==> src/rtl/pll_seq_pkg.sv <==
// ---------------------------------------------------------------------------
// pll_seq_pkg
//   Shared definitions for the PLL lock sequencer:
//     - seq_state_e : FSM state encoding (also driven out on STATE)
//     - clog2_w     : counter width helper, never returns less than 1
//     - params_legal: parameter legality check used at elaboration
// ---------------------------------------------------------------------------
package pll_seq_pkg;

  typedef enum logic [1:0] {
    WAIT_LOCK = 2'd0,
    FILTER    = 2'd1,
    RELEASE   = 2'd2,
    RUN       = 2'd3
  } seq_state_e;

  // Bits needed to hold values 0..value-1, minimum 1.
  function automatic int clog2_w(input int value);
    int w;
    w = 32'sd1;
    while ((32'sd1 << w) < value) begin
      w = w + 32'sd1;
    end
    return w;
  endfunction

  function automatic bit params_legal(input int n_ch, input int lock_filt,
                                      input int stagger, input int cnt_w);
    return (n_ch >= 32'sd1) && (n_ch <= 32'sd8) && (lock_filt >= 32'sd2) &&
           (stagger >= 32'sd1) && (cnt_w >= 32'sd1);
  endfunction

endpackage

==> src/rtl/sync_2ff.sv <==
// ---------------------------------------------------------------------------
// sync_2ff
//   Two-flop synchronizer for a single asynchronous level signal.
//   Ports:
//     clk : destination clock
//     rst : asynchronous active-high reset, clears both stages to 0
//     d   : asynchronous input
//     q   : synchronized output (two clk edges of latency)
// ---------------------------------------------------------------------------
module sync_2ff (
  input  logic clk,
  input  logic rst,
  input  logic d,
  output logic q
);

  logic meta_q;
  logic meta_d;
  logic sync_q;
  logic sync_d;

  // Next-state of the two synchronizer stages.
  always_comb begin
    meta_d = d;
    sync_d = meta_q;
  end

  // Synchronizer stages.
  always_ff @(posedge clk or posedge rst) begin
    if (rst) begin
      meta_q <= 1'b0;
      sync_q <= 1'b0;
    end else begin
      meta_q <= meta_d;
      sync_q <= sync_d;
    end
  end

  assign q = sync_q;

endmodule

==> src/rtl/pll_lock_sequencer.sv <==
// ---------------------------------------------------------------------------
// pll_lock_sequencer
//   Waits for a stable PLL lock, then releases N_CH reset channels one at a
//   time, STAGGER cycles apart. Loss of lock while releasing or running puts
//   every channel back into reset and is recorded in a sticky flag and a
//   saturating counter.
//   Ports:
//     CLK0      : clock, rising edge
//     RESET     : asynchronous active-high reset
//     LOCK_RAW  : raw lock indicator, asynchronous to CLK0
//     CH_EN     : per-channel enable
//     FORCE_RST : restart the whole sequence (not counted as a loss)
//     CLR_LOST  : clear LOCK_LOST and LOSS_CNT
//     RST_OUT   : per-channel active-high reset
//     READY     : high while in RUN
//     LOCK_LOST : sticky loss-of-lock flag
//     LOSS_CNT  : saturating lock-loss count
//     STATE     : current FSM state
// ---------------------------------------------------------------------------
module pll_lock_sequencer #(
  parameter int N_CH      = 4,
  parameter int LOCK_FILT = 1024,
  parameter int STAGGER   = 16,
  parameter int CNT_W     = 8
) (
  input  logic              CLK0,
  input  logic              RESET,
  input  logic              LOCK_RAW,
  input  logic [N_CH-1:0]   CH_EN,
  input  logic              FORCE_RST,
  input  logic              CLR_LOST,
  output logic [N_CH-1:0]   RST_OUT,
  output logic              READY,
  output logic              LOCK_LOST,
  output logic [CNT_W-1:0]  LOSS_CNT,
  output logic [1:0]        STATE
);

  import pll_seq_pkg::*;

  if (!params_legal(N_CH, LOCK_FILT, STAGGER, CNT_W)) begin : g_illegal_params
    $fatal(1, "pll_lock_sequencer: illegal N_CH, LOCK_FILT, STAGGER or CNT_W");
  end

  localparam int FILT_W = clog2_w(LOCK_FILT);
  localparam int STAG_W = clog2_w(STAGGER);
  // Slot index runs one past the last channel to mark "all slots opened".
  localparam int SLOT_W = clog2_w(N_CH + 32'sd1);

  localparam logic [FILT_W-1:0] FILT_LAST   = FILT_W'(LOCK_FILT - 32'sd1);
  localparam logic [STAG_W-1:0] STAG_RELOAD = STAG_W'(STAGGER - 32'sd1);
  localparam logic [SLOT_W-1:0] SLOT_DONE   = SLOT_W'(N_CH);
  localparam logic [CNT_W-1:0]  CNT_MAX     = {CNT_W{1'b1}};
  localparam logic [CNT_W-1:0]  CNT_ONE     = CNT_W'(1'b1);

  logic              lock_s;
  logic              loss_event;

  seq_state_e        state_q,     state_d;
  logic [FILT_W-1:0] filt_cnt_q,  filt_cnt_d;
  logic [STAG_W-1:0] stag_cnt_q,  stag_cnt_d;
  logic [SLOT_W-1:0] slot_q,      slot_d;
  logic [N_CH-1:0]   released_q,  released_d;
  logic [N_CH-1:0]   rst_out_q,   rst_out_d;
  logic              ready_q,     ready_d;
  logic              lock_lost_q, lock_lost_d;
  logic [CNT_W-1:0]  loss_cnt_q,  loss_cnt_d;

  sync_2ff u_lock_sync (
    .clk (CLK0),
    .rst (RESET),
    .d   (LOCK_RAW),
    .q   (lock_s)
  );

  // Sequencing FSM: lock filter, staggered slot release, loss/force handling.
  always_comb begin
    state_d    = state_q;
    filt_cnt_d = filt_cnt_q;
    stag_cnt_d = stag_cnt_q;
    slot_d     = slot_q;
    released_d = released_q;
    loss_event = 1'b0;

    case (state_q)
      WAIT_LOCK: begin
        released_d = '0;
        if (lock_s && !FORCE_RST) begin
          state_d    = FILTER;
          filt_cnt_d = '0;
        end else begin
          state_d    = WAIT_LOCK;
        end
      end

      FILTER: begin
        released_d = '0;
        if (!lock_s || FORCE_RST) begin
          state_d = WAIT_LOCK;
        end else if (filt_cnt_q == FILT_LAST) begin
          state_d    = RELEASE;
          slot_d     = '0;
          stag_cnt_d = '0;
        end else begin
          filt_cnt_d = filt_cnt_q + FILT_W'(1'b1);
        end
      end

      RELEASE: begin
        if (!lock_s) begin
          loss_event = 1'b1;
          state_d    = WAIT_LOCK;
          released_d = '0;
        end else if (FORCE_RST) begin
          state_d    = WAIT_LOCK;
          released_d = '0;
        end else if (slot_q == SLOT_DONE) begin
          // Last slot opened on the previous cycle.
          state_d = RUN;
        end else if (stag_cnt_q == '0) begin
          // Slot opens; a disabled channel still uses up its slot.
          for (int i = 0; i < N_CH; i++) begin
            if (slot_q == SLOT_W'(i)) begin
              released_d[i] = 1'b1;
            end else begin
              released_d[i] = released_q[i];
            end
          end
          slot_d     = slot_q + SLOT_W'(1'b1);
          stag_cnt_d = STAG_RELOAD;
        end else begin
          stag_cnt_d = stag_cnt_q - STAG_W'(1'b1);
        end
      end

      RUN: begin
        if (!lock_s) begin
          loss_event = 1'b1;
          state_d    = WAIT_LOCK;
          released_d = '0;
        end else if (FORCE_RST) begin
          state_d    = WAIT_LOCK;
          released_d = '0;
        end else begin
          state_d    = RUN;
        end
      end

      default: begin
        state_d    = WAIT_LOCK;
        released_d = '0;
      end
    endcase
  end

  // Registered outputs and lock-loss bookkeeping.
  always_comb begin
    // CH_EN is sampled here, so enable changes show one cycle later.
    rst_out_d   = ~(released_d & CH_EN);
    ready_d     = (state_d == RUN);
    lock_lost_d = lock_lost_q;
    loss_cnt_d  = loss_cnt_q;

    if (loss_event) begin
      // A loss wins over a coincident clear: the new loss is the only one left.
      lock_lost_d = 1'b1;
      if (CLR_LOST) begin
        loss_cnt_d = CNT_ONE;
      end else if (loss_cnt_q != CNT_MAX) begin
        loss_cnt_d = loss_cnt_q + CNT_ONE;
      end else begin
        loss_cnt_d = loss_cnt_q;
      end
    end else if (CLR_LOST) begin
      lock_lost_d = 1'b0;
      loss_cnt_d  = '0;
    end else begin
      lock_lost_d = lock_lost_q;
      loss_cnt_d  = loss_cnt_q;
    end
  end

  // State and output registers; RESET drives every channel into reset at once.
  always_ff @(posedge CLK0 or posedge RESET) begin
    if (RESET) begin
      state_q     <= WAIT_LOCK;
      filt_cnt_q  <= '0;
      stag_cnt_q  <= '0;
      slot_q      <= '0;
      released_q  <= '0;
      rst_out_q   <= '1;
      ready_q     <= 1'b0;
      lock_lost_q <= 1'b0;
      loss_cnt_q  <= '0;
    end else begin
      state_q     <= state_d;
      filt_cnt_q  <= filt_cnt_d;
      stag_cnt_q  <= stag_cnt_d;
      slot_q      <= slot_d;
      released_q  <= released_d;
      rst_out_q   <= rst_out_d;
      ready_q     <= ready_d;
      lock_lost_q <= lock_lost_d;
      loss_cnt_q  <= loss_cnt_d;
    end
  end

  assign RST_OUT   = rst_out_q;
  assign READY     = ready_q;
  assign LOCK_LOST = lock_lost_q;
  assign LOSS_CNT  = loss_cnt_q;
  assign STATE     = state_q;

endmodule

==> config.mk <==
export PLATFORM = sky130hd
export DESIGN_NAME = pll_lock_sequencer
export DESIGN_NICKNAME = d
export VERILOG_FILES = /design/src/rtl/pll_seq_pkg.sv /design/src/rtl/sync_2ff.sv /design/src/rtl/pll_lock_sequencer.sv
export SDC_FILE = /design/constraint.sdc
export NUM_CORES = 1
export LEC_CHECK = 0
export CAP_MARGIN = 20
export CORE_ASPECT_RATIO = 0.9
export CORE_UTILIZATION = 40
export DETAILED_ROUTE_END_ITERATION = 8
export GPL_TIMING_DRIVEN = 0
export SLEW_MARGIN = 15
export SYNTH_ARGS = -nofsm -noshare
export SYNTH_HDL_FRONTEND = slang
export SYNTH_SLANG_ARGS = --single-unit
==> constraint.sdc <==
create_clock -name CLK0 -period 2.05 [get_ports CLK0]
set_input_delay 0.615 -clock CLK0 [delete_from_list [all_inputs] [get_ports CLK0]]
set_output_delay 0.615 -clock CLK0 [all_outputs]
set_load 0.01 [all_outputs]
==> qor.yml <==
drt:
  routedWlPerCell_um: 14.4
  wl_met3_um: 171
  top_layer: "met4"
yosys:
  xor_area_share_pct: 0.417
  yosys.stat.seqShare_pct: 46.7
  common_cells: "35 x dfrtp_1, 21 x nand2_1, 19 x nor2_1"
  mux_area_share_pct: 5.60
  top_area_cell: "dfrtp_1"
  syn_area_um2: 2100
  yosysTopAreaCellShare_pct: 41.7
  synth_top_cell_by_count: "dfrtp_1"
  ys.flop_type: "dfrtp_1"
layout:
  final_nets: 261
  num-nonclk-inverters: 10
  antenna_cells: 0
  largest_reg_flops: 10
  buffer_area_share_pct: 12.9
  largest-register: "filt_cnt_q"
  n_all_buffers: 37
  lay_top_count: "dfrtp_1"
  clkCellAreaFrac_pct: 3.81
  sh_seq_area_pct: 37.4
  drive_above_1_share_pct: 16.8
  area_growth_pct: 25.1
  logic_area_um2: 1090
  comb_area_share_pct: 41.3
clock_network:
  post_cts_resized: 7
  cts_num_sinks: 39
  post_cts_buffers: 4
run_status:
  status: "complete, no violations"
pwr:
  pwr-share-seq_pct: 54.7
  peakVddDrop_mv: 0.420
  p_leak_nw: 1.12
  netSwitchingFraction_pct: 22.4
  combPwrFrac_pct: 6.2
  powerSeq_mw: 0.797
  switchingPower_mw: 0.326
  clkPwrFrac_pct: 39.1
  power_leader: "registers"
floorplanning:
  fp-utilization_pct: 42.4
  n_tap_cell: 65
  die_h_um: 70.8
  row_count: 24
  coreArea_um2: 4950
  io_pins: 25
worst_setup_path:
  endpoint_kind: "register"
  criticalPathCategory: "register to register"
  rr_worst_depth: 5
  r2r-start: "filt_cnt_q[1]"
  r2r_slack_ps: 70
  cp-start-kind: "register"
  cp_slowest_cell: "or4_4"
  worstPathRequired_ps: 2220
global_route:
  grt_pass1_vias: 1523
  grt_max_degree: 26
  grt_overflow: 0
  met1_usage_pct: 24.1
sta:
  setup_viol: 0
  finClkSkew_ps: 5.57
  worst_pin_slew_ps: 525
  setup_slack_ps: 66.9
  period_needed_ps: 1980
  hold_slack_ps: 351
  tns_ps: 0
place:
  io_buffers: 23
  dp_hpwl_um: 3120
  gp_congestion: 0.800
  dp.cells: 295
worst_hold_path:
  hold_path.class: "register to register"
run:
  warnings: 31
  timing.max_cap.violations: 0
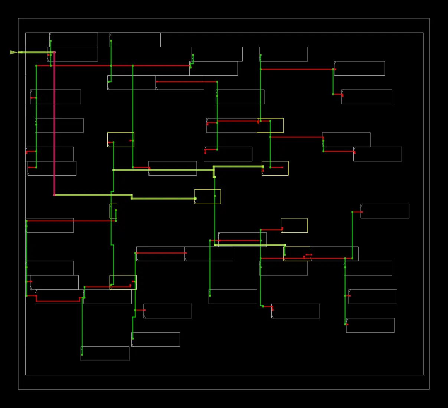
(images/final_clocks.png)
# clk buffers: 8
Latency at later pin: 290 ps

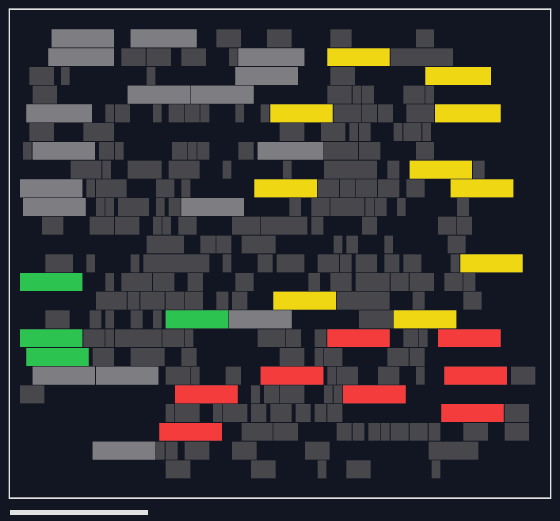
(images/registers.png)
Bar = 20 um. Other sequential cells in the stronger grey, the rest of the logic in the fainter grey.
Key: red = LOSS_CNT [flops 8]; yellow = filt_cnt_q [flops 10]; green = stag_cnt_q [flops 4]
Another 17 sequential cells are not coloured.

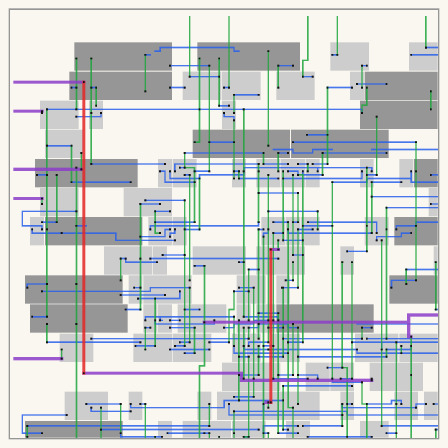
(images/zoom.png)
Window x 0 to 40, y 31 to 71 um. Cells in grey, sequential cells in the stronger grey; small squares are vias.
Key: green = met2; red = met4; blue = met1; purple = met3
Most frequent: dfrtp_1 (9), nand2_1 (9), nor2_1 (9). Sequential cells in the window: 13. Netlist names of flops here include RST_OUT (4), released_q (4), slot_q (3). 77 logic cells have their middle in the window.

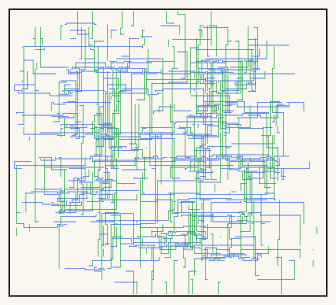
(images/metal_stack.png)
Only two layers are drawn.
Key: green = met2 [wire length 2070 um]; blue = met1 [wire length 2170 um]

Power is estimated from default activity; no workload was simulated.
